--- src/rtl/if_stage_ctrl_pkg.sv ---
`default_nettype none
// ============================================================================
// Module   : if_stage_ctrl_pkg
// Brief    : Shared constants and next-PC select encoding for the IF stage.
// Revision : 1.0
// ============================================================================
package if_stage_ctrl_pkg;

  localparam int XLEN    = 32;
  localparam int RS1_LSB = 15;
  localparam int RS2_LSB = 20;

  localparam logic [XLEN-1:0] RESET_PC_DEF  = 32'h0000_0000;
  localparam logic [XLEN-1:0] NOP_INSTR_DEF = 32'h0000_0013;

  typedef enum logic [1:0] {
    PC_HOLD     = 2'd0,
    PC_ADVANCE  = 2'd1,
    PC_REDIRECT = 2'd2
  } pc_sel_e;

  // Redirect outranks a stall; a stall outranks advancing.
  function automatic pc_sel_e pc_sel(input logic redirect, input logic if_we);
    if (redirect)   return PC_REDIRECT;
    else if (if_we) return PC_ADVANCE;
    else            return PC_HOLD;
  endfunction

endpackage
`default_nettype wire

--- src/rtl/if_stage_ctrl_if.sv ---
`default_nettype none
// ============================================================================
// Module   : if_stage_ctrl_if
// Brief    : Hazard, redirect, imem and IF/ID-facing signals of the IF stage.
// Revision : 1.0
// ============================================================================
interface if_stage_ctrl_if #(
  parameter int CNT_W = 16
) ();
  import if_stage_ctrl_pkg::*;

  logic            if_we;
  logic            redirect;
  logic [XLEN-1:0] redirect_pc;
  logic [XLEN-1:0] imem_instr;
  logic [XLEN-1:0] pc;
  logic [XLEN-1:0] id_pc;
  logic [XLEN-1:0] id_pc4;
  logic [XLEN-1:0] id_instr;
  logic            id_valid;
  logic [4:0]      id_rs1;
  logic [4:0]      id_rs2;
  logic [CNT_W-1:0] stall_cnt;

  modport master (
    output if_we, redirect, redirect_pc, imem_instr,
    input  pc, id_pc, id_pc4, id_instr, id_valid, id_rs1, id_rs2, stall_cnt
  );

  modport slave (
    input  if_we, redirect, redirect_pc, imem_instr,
    output pc, id_pc, id_pc4, id_instr, id_valid, id_rs1, id_rs2, stall_cnt
  );

endinterface
`default_nettype wire

--- src/rtl/if_stage_ctrl_if_id_reg.sv ---
`default_nettype none
// ============================================================================
// Module   : if_id_reg
// Brief    : IF/ID pipeline register with enable and synchronous flush.
// Revision : 1.0
// ============================================================================
module if_id_reg
  import if_stage_ctrl_pkg::*;
#(
  parameter logic [XLEN-1:0] NOP_INSTR = NOP_INSTR_DEF
) (
  input  wire logic            clk,
  input  wire logic            rst,
  input  wire logic            i_en,
  input  wire logic            i_flush,
  input  wire logic [XLEN-1:0] i_pc,
  input  wire logic [XLEN-1:0] i_instr,
  output logic      [XLEN-1:0] o_pc,
  output logic      [XLEN-1:0] o_instr,
  output logic                 o_valid
);

  logic [XLEN-1:0] r_pc;
  logic [XLEN-1:0] r_instr;
  logic            r_valid;

  always_ff @(posedge clk) begin
    if (rst || i_flush) begin
      r_pc    <= '0;
      r_instr <= NOP_INSTR;
      r_valid <= 1'b0;
    end else if (i_en) begin
      r_pc    <= i_pc;
      r_instr <= i_instr;
      r_valid <= 1'b1;
    end
  end

  assign o_pc    = r_pc;
  assign o_instr = r_instr;
  assign o_valid = r_valid;

endmodule
`default_nettype wire

--- src/rtl/if_stage_ctrl.sv ---
`default_nettype none
// ============================================================================
// Module   : if_stage_ctrl
// Brief    : PC register, next-PC selection, IF/ID register and stall counter.
// Revision : 1.0
// ============================================================================
module if_stage_ctrl
  import if_stage_ctrl_pkg::*;
#(
  parameter logic [XLEN-1:0] RESET_PC  = RESET_PC_DEF,
  parameter logic [XLEN-1:0] NOP_INSTR = NOP_INSTR_DEF,
  parameter int              CNT_W     = 16
) (
  input  wire logic       clk,
  input  wire logic       rst,
  if_stage_ctrl_if.slave  bus
);

  pc_sel_e          w_sel;
  logic [XLEN-1:0]  r_pc;
  logic [CNT_W-1:0] r_stall_cnt;
  logic [XLEN-1:0]  w_id_pc;
  logic [XLEN-1:0]  w_id_instr;
  logic             w_id_valid;

  assign w_sel = pc_sel(bus.redirect, bus.if_we);

  always_ff @(posedge clk) begin
    if (rst) begin
      r_pc        <= RESET_PC;
      r_stall_cnt <= '0;
    end else begin
      case (w_sel)
        PC_REDIRECT: r_pc <= bus.redirect_pc;
        PC_ADVANCE:  r_pc <= r_pc + XLEN'(4);
        default: begin
          if (r_stall_cnt != {CNT_W{1'b1}})
            r_stall_cnt <= r_stall_cnt + CNT_W'(1);
        end
      endcase
    end
  end

  if_id_reg #(
    .NOP_INSTR (NOP_INSTR)
  ) u_if_id_reg (
    .clk     (clk),
    .rst     (rst),
    .i_en    (w_sel == PC_ADVANCE),
    .i_flush (bus.redirect),
    .i_pc    (r_pc),
    .i_instr (bus.imem_instr),
    .o_pc    (w_id_pc),
    .o_instr (w_id_instr),
    .o_valid (w_id_valid)
  );

  // Decode fields come from the IF/ID register only, keeping the hazard loop registered.
  assign bus.pc        = r_pc;
  assign bus.id_pc     = w_id_pc;
  assign bus.id_pc4    = w_id_pc + XLEN'(4);
  assign bus.id_instr  = w_id_instr;
  assign bus.id_valid  = w_id_valid;
  assign bus.id_rs1    = w_id_instr[RS1_LSB +: 5];
  assign bus.id_rs2    = w_id_instr[RS2_LSB +: 5];
  assign bus.stall_cnt = r_stall_cnt;

endmodule
`default_nettype wire
--- src/flat_wrapper.sv ---
// flat-port wrapper written by rule: the top's interface ports become plain ports
module if_stage_ctrl_flat import if_stage_ctrl_pkg::*;
#(
  parameter logic [XLEN-1:0] RESET_PC  = RESET_PC_DEF,
  parameter logic [XLEN-1:0] NOP_INSTR = NOP_INSTR_DEF,
  parameter int              CNT_W     = 16
)
  (clk, rst, bus_if_we, bus_redirect, bus_redirect_pc, bus_imem_instr, bus_pc, bus_id_pc, bus_id_pc4, bus_id_instr, bus_id_valid, bus_id_rs1, bus_id_rs2, bus_stall_cnt);
  if_stage_ctrl_if #(.CNT_W(CNT_W)) bus_i ();
  input  wire logic clk;
  input  wire logic rst;
  input wire logic [$bits(bus_i.if_we)-1:0] bus_if_we;
  input wire logic [$bits(bus_i.redirect)-1:0] bus_redirect;
  input wire logic [$bits(bus_i.redirect_pc)-1:0] bus_redirect_pc;
  input wire logic [$bits(bus_i.imem_instr)-1:0] bus_imem_instr;
  output wire logic [$bits(bus_i.pc)-1:0] bus_pc;
  output wire logic [$bits(bus_i.id_pc)-1:0] bus_id_pc;
  output wire logic [$bits(bus_i.id_pc4)-1:0] bus_id_pc4;
  output wire logic [$bits(bus_i.id_instr)-1:0] bus_id_instr;
  output wire logic [$bits(bus_i.id_valid)-1:0] bus_id_valid;
  output wire logic [$bits(bus_i.id_rs1)-1:0] bus_id_rs1;
  output wire logic [$bits(bus_i.id_rs2)-1:0] bus_id_rs2;
  output wire logic [$bits(bus_i.stall_cnt)-1:0] bus_stall_cnt;
  assign bus_i.if_we = bus_if_we;
  assign bus_i.redirect = bus_redirect;
  assign bus_i.redirect_pc = bus_redirect_pc;
  assign bus_i.imem_instr = bus_imem_instr;
  assign bus_pc = bus_i.pc;
  assign bus_id_pc = bus_i.id_pc;
  assign bus_id_pc4 = bus_i.id_pc4;
  assign bus_id_instr = bus_i.id_instr;
  assign bus_id_valid = bus_i.id_valid;
  assign bus_id_rs1 = bus_i.id_rs1;
  assign bus_id_rs2 = bus_i.id_rs2;
  assign bus_stall_cnt = bus_i.stall_cnt;
  if_stage_ctrl #(.RESET_PC(RESET_PC), .NOP_INSTR(NOP_INSTR), .CNT_W(CNT_W)) u_core (.clk(clk), .rst(rst), .bus(bus_i));
endmodule
--- config.mk ---
export PLATFORM = sky130hd
export DESIGN_NAME = if_stage_ctrl_flat
export DESIGN_NICKNAME = d
export VERILOG_FILES = /design/src/rtl/if_stage_ctrl_pkg.sv /design/src/rtl/if_stage_ctrl_if.sv /design/src/rtl/if_stage_ctrl_if_id_reg.sv /design/src/rtl/if_stage_ctrl.sv /design/src/flat_wrapper.sv
export SDC_FILE = /design/constraint.sdc
export NUM_CORES = 1
export LEC_CHECK = 0
export CAP_MARGIN = 20
export CORE_MARGIN = 1
export CORE_UTILIZATION = 35
export DETAILED_ROUTE_END_ITERATION = 10
export GPL_TIMING_DRIVEN = 0
export PLACE_DENSITY = 0.64
export SLEW_MARGIN = 20
export SYNTH_ARGS = -nofsm -noshare
export SYNTH_HDL_FRONTEND = slang
export SYNTH_SLANG_ARGS = --single-unit
export TNS_END_PERCENT = 30
--- constraint.sdc ---
create_clock -name clk -period 2.9 [get_ports clk]
set_clock_uncertainty 0.05 [all_clocks]
set_input_delay 0.29 -clock clk [delete_from_list [all_inputs] [get_ports clk]]
set_output_delay 0.29 -clock clk [all_outputs]
set_load 0.02 [all_outputs]
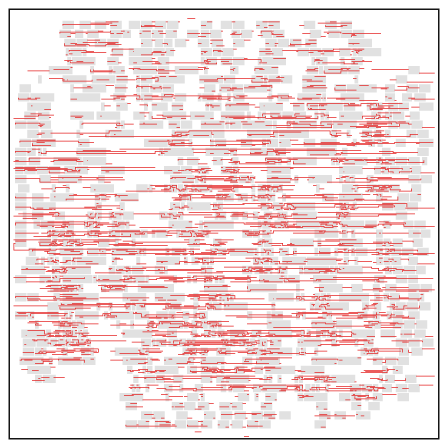
**Above:** run 1 (met1 routing).
share of all routed wire = 42%
main direction = horizontal
nets with wire on the layer = 859
GR Layer Usage met1: 27.4%
routed wire length: 18,600 um

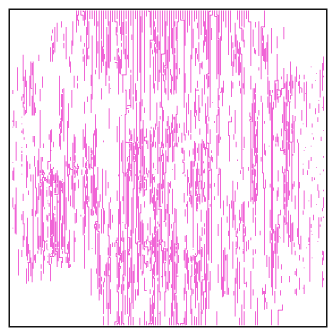
**Above:** run 1 (M2 wires).
share of all routed wire = 49%
wire length on this layer = 9,190 um
main direction = vertical
via count: 5,773
met2 Usage GRT: 39.7%

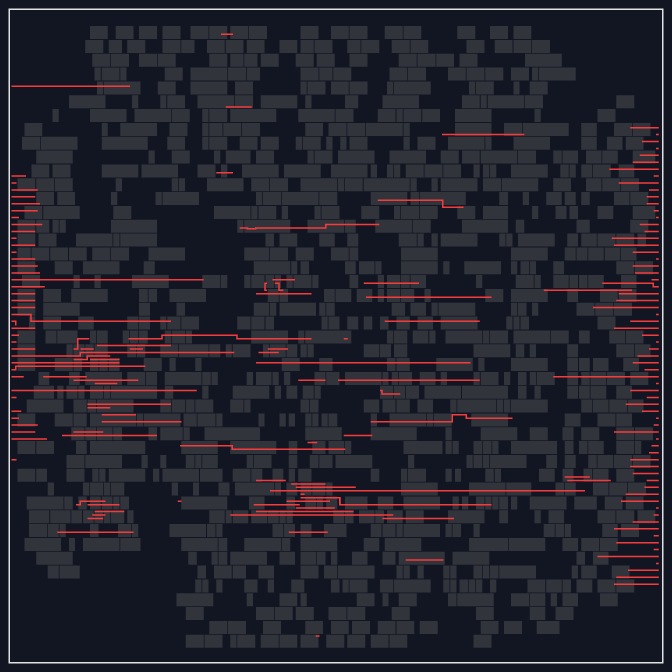
**Above:** run 1 (met3 routing).
nets with wire on the layer = 149
wire length on this layer = 1,380 um
main direction = horizontal
met3 usage: 6.64%

==> impl_metrics.env, run 1 <==
# source this file to load flow results
export IMPL_cts_resized=16
export IMPL_placed_cells=1094
export IMPL_top_area_cell="dfxtp_1"
export IMPL_seq_cells=113
export IMPL_clk_latency_ns=0.42
export IMPL_final_layout_top_logic_cells="clkdlybuf4s50_1 (206), dfxtp_1 (109), nor2_1 (80), nand2_1 (76), mux2i_1 (48)"
export IMPL_comb_cells=479
export IMPL_worstHoldPathType="in -> reg"
export IMPL_power_density_mw_per_mm2=493
export IMPL_core_mm2=0.0154
export IMPL_antenna_found_initial=0
export IMPL_rr_endpoint="u_core.bus.pc[27]$_SDFFE_PP0N_"
export IMPL_drtIter0Drc=276
export IMPL_path_delay_family="buffers and inverters"
export IMPL_num_rows=45
export IMPL_aoi_share_pct=9.92
export IMPL_synth_xor_xnor_area_share_pct=6.29
export IMPL_m1WireLength_um=7820
export IMPL_crit_chain="and4_1, and3_1, clkbuf_2, nand4_1, xnor2_1, clkdlybuf4s50_1"
export IMPL_place_gp_congestion=0.918
export IMPL_grt_busiest_layer="met2"
export IMPL_edf_count=0
export IMPL_worst_ep_required_time_ns=2.56
export IMPL_cts_buffer_depth=2
export IMPL_fin_crit_ns=2.75
export IMPL_syn_area_mm2=0.00557
export IMPL_cp_end_kind="output port"
export IMPL_crit_start="u_core.u_if_id_reg.o_pc[5]$_SDFFE_PP0P_"
export IMPL_min_from="rst"
export IMPL_fin_nets=972
export IMPL_async_reset_ff_share_pct=0
export IMPL_wl_met3_um=1380
export IMPL_r2r_cells=6
export IMPL_warnings=27
export IMPL_min_to="u_core.bus.stall_cnt[7]$_SDFFE_PP0P_"
export IMPL_maxCapViolations=0
export IMPL_max_freq_mhz=363
export IMPL_critPathLaunchType="register"
export IMPL_tightest_slew_ns=0.888
export IMPL_first_global_vias=5676
export IMPL_avgSynthCellArea_um2=8.41
export IMPL_cp_num_buf_inv=2
export IMPL_ys_ff=113
export IMPL_hold_viol=0
export IMPL_highest_layer="met4"
export IMPL_drc_errors=0
export IMPL_total_power_mw=4.25
export IMPL_topCellsByArea="dfxtp_1 (41%), mux2i_1 (8.6%), xnor2_1 (5.5%)"
export IMPL_grt_ovfl_total=0
export IMPL_grt_usage_pct=23.0
export IMPL_whs_path_depth=3
export IMPL_p_sw_share_pct=24.3
export IMPL_nFillCells=1422
export IMPL_die_h_um=128
export IMPL_p_seq_share_pct=39.6
export IMPL_first_pass_iters=4
export IMPL_pre_cts_ws_ns=0.0360
export IMPL_synthAdderAreaFrac_pct=0.673
export IMPL_dp_hpwl_um=14400
export IMPL_status="finished clean"
export IMPL_ys_area_mm2=0.00557
export IMPL_ios=223
export IMPL_ir_drop_v=0.000354
export IMPL_top_area_share_pct=40.6
export IMPL_comb_share_pct=34.8
export IMPL_fp_util_pct=36.3
export IMPL_finalCritPeriodShare_pct=94.9
export IMPL_tap_cells=211
export IMPL_final_antenna_net_count=0
export IMPL_final_cells=1123
export IMPL_num_nonclk_inverters=10
export IMPL_clk_pin_slew_worst_paths_ns=0.05
export IMPL_area_growth_pct=54.7
export IMPL_setup_tns_ns=0
export IMPL_clkbuf_count=25
export IMPL_design_area_mm2=0.00862
export IMPL_cts_sinks=113
export IMPL_grt_pass1_wl_um=29400
export IMPL_ys_cells=663
run 1: Yosys cell counts (all sizes together), types with 10 or more instances:
| library cell | n |
|---|---|
| buf | 26 |
| inv | 10 |
| nand2 | 76 |
| dfxtp | 113 |
| mux2i | 48 |
| o31ai | 10 |
| a311oi | 10 |
| or4 | 16 |
| clkbuf | 35 |
| and4 | 13 |
| xnor2 | 35 |
| nand4 | 30 |
| a21oi | 34 |
| nand3 | 27 |
| nor2 | 80 |
| or3 | 10 |
| nor4 | 12 |
run 1: power groups by stage:
stage	Sequential [mW]	Combinational, mW	Clock, mW
2_1_floorplan	1.75	0.200	0
3_3_place_gp	1.71	0.530	0
3_5_place_dp	1.71	0.536	0
4_1_cts	1.68	0.536	2.06
5_1_grt	1.69	0.571	2.15
6_report	1.68	0.533	2.03
==> run 2: changes to the inputs <==
PLACE_DENSITY = unset   (was 0.64)
PLACE_DENSITY_LB_ADDON = 0.05   (was unset)
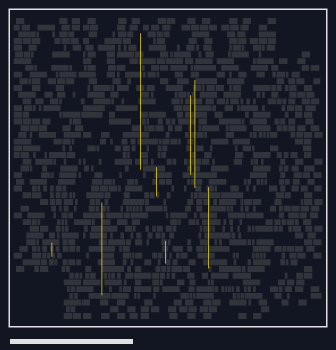
**Above:** run 2 (the metal 4 layer).
Scale bar: 50 um.
longest straight run = 55.1 um
nets with wire on the layer = 5
wire length on this layer = 226 um
routed wire length: 18,000 um
via count: 5,707

==> impl_metrics.env, run 2 <==
# source this file to load flow results
export IMPL_status="finished clean"
export IMPL_design_area_mm2=0.00867
export IMPL_top_area_share_pct=40.6
export IMPL_nFillCells=1443
export IMPL_ios=223
export IMPL_hold_viol=0
export IMPL_tap_cells=211
export IMPL_grt_pass1_wl_um=28600
export IMPL_setup_tns_ns=0
export IMPL_seq_cells=113
export IMPL_maxPowerGroup="clock"
export IMPL_antenna_found_initial=0
export IMPL_die_h_um=128
export IMPL_avgSynthCellArea_um2=8.41
export IMPL_maxCapViolations=0
export IMPL_ir_drop_v=0.000345
export IMPL_worst_ep_required_time_ns=2.56
export IMPL_topCellsByArea="dfxtp_1 (41%), mux2i_1 (8.6%), xnor2_1 (5.5%)"
export IMPL_drtIter0Drc=277
export IMPL_highest_layer="met4"
export IMPL_power_density_mw_per_mm2=510
export IMPL_max_freq_mhz=361
export IMPL_aoi_share_pct=9.92
export IMPL_rr_endpoint="u_core.bus.pc[28]$_SDFFE_PP0N_"
export IMPL_critPathLaunchType="register"
export IMPL_min_from="rst"
export IMPL_clkbuf_count=21
export IMPL_top_area_cell="dfxtp_1"
export IMPL_num_nonclk_inverters=10
export IMPL_syn_area_mm2=0.00557
export IMPL_wl_met3_um=1260
export IMPL_clk_pin_slew_worst_paths_ns=0.05
export IMPL_powerSeq_mw=1.68
export IMPL_comb_share_pct=34.6
export IMPL_top_cell="dfxtp_1"
export IMPL_dp_hpwl_um=14000
export IMPL_warnings=26
export IMPL_p_clk_mw=2.22
export IMPL_finalCritPeriodShare_pct=95.6
export IMPL_drc_errors=0
export IMPL_powerComb_mw=0.530
export IMPL_synthAdderAreaFrac_pct=0.673
export IMPL_fp_util_pct=36.3
export IMPL_final_layout_top_logic_cells="clkdlybuf4s50_1 (209), dfxtp_1 (111), nor2_1 (80), nand2_1 (76), mux2i_1 (48)"
export IMPL_comb_cells=479
export IMPL_tightest_slew_ns=0.985
export IMPL_grt_busiest_layer="met2"
export IMPL_fin_crit_ns=2.77
export IMPL_clk_latency_ns=0.41
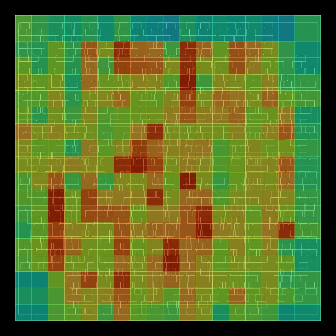
**Above:** run 2 (congestion heat map).
met3 usage: 5.47%
met2 Usage GRT: 38.4%
Tot GR Track Use: 22.2%

==> run 2: cell counts after synthesis <==
No cell type changed its count.
==> run 2: cell families (layout without fill, tap and decap cells) <==
family / after synthesis / count (layout)
AND-OR/OR-AND: 84 / 84
adder cells (fa/ha/maj): 3 / 3
flip-flops: 113 / 113
multiplexers: 54 / 54
buffers and inverters: 71 / 319
AND/OR/NAND/NOR: 298 / 298
XOR/XNOR: 40 / 40
==> run 2: critical path: cells and delay by family, from the launching register on <==
family | cells | cell delay (ns)
buffers and inverters | 1 | 0.61
and+or+nand+nor | 3 | 0.78
xor gates and xnor gates | 1 | 0.15
DFF | 1 | 0.47
==> run 2: timing repair <==
action / CTS / global route
setup endpoints to repair: 21 / 8
hold buffers: 0 / 0
resized: 13 / 7
pin swaps: 0 / 0
Power and IR drop assume default switching activity.
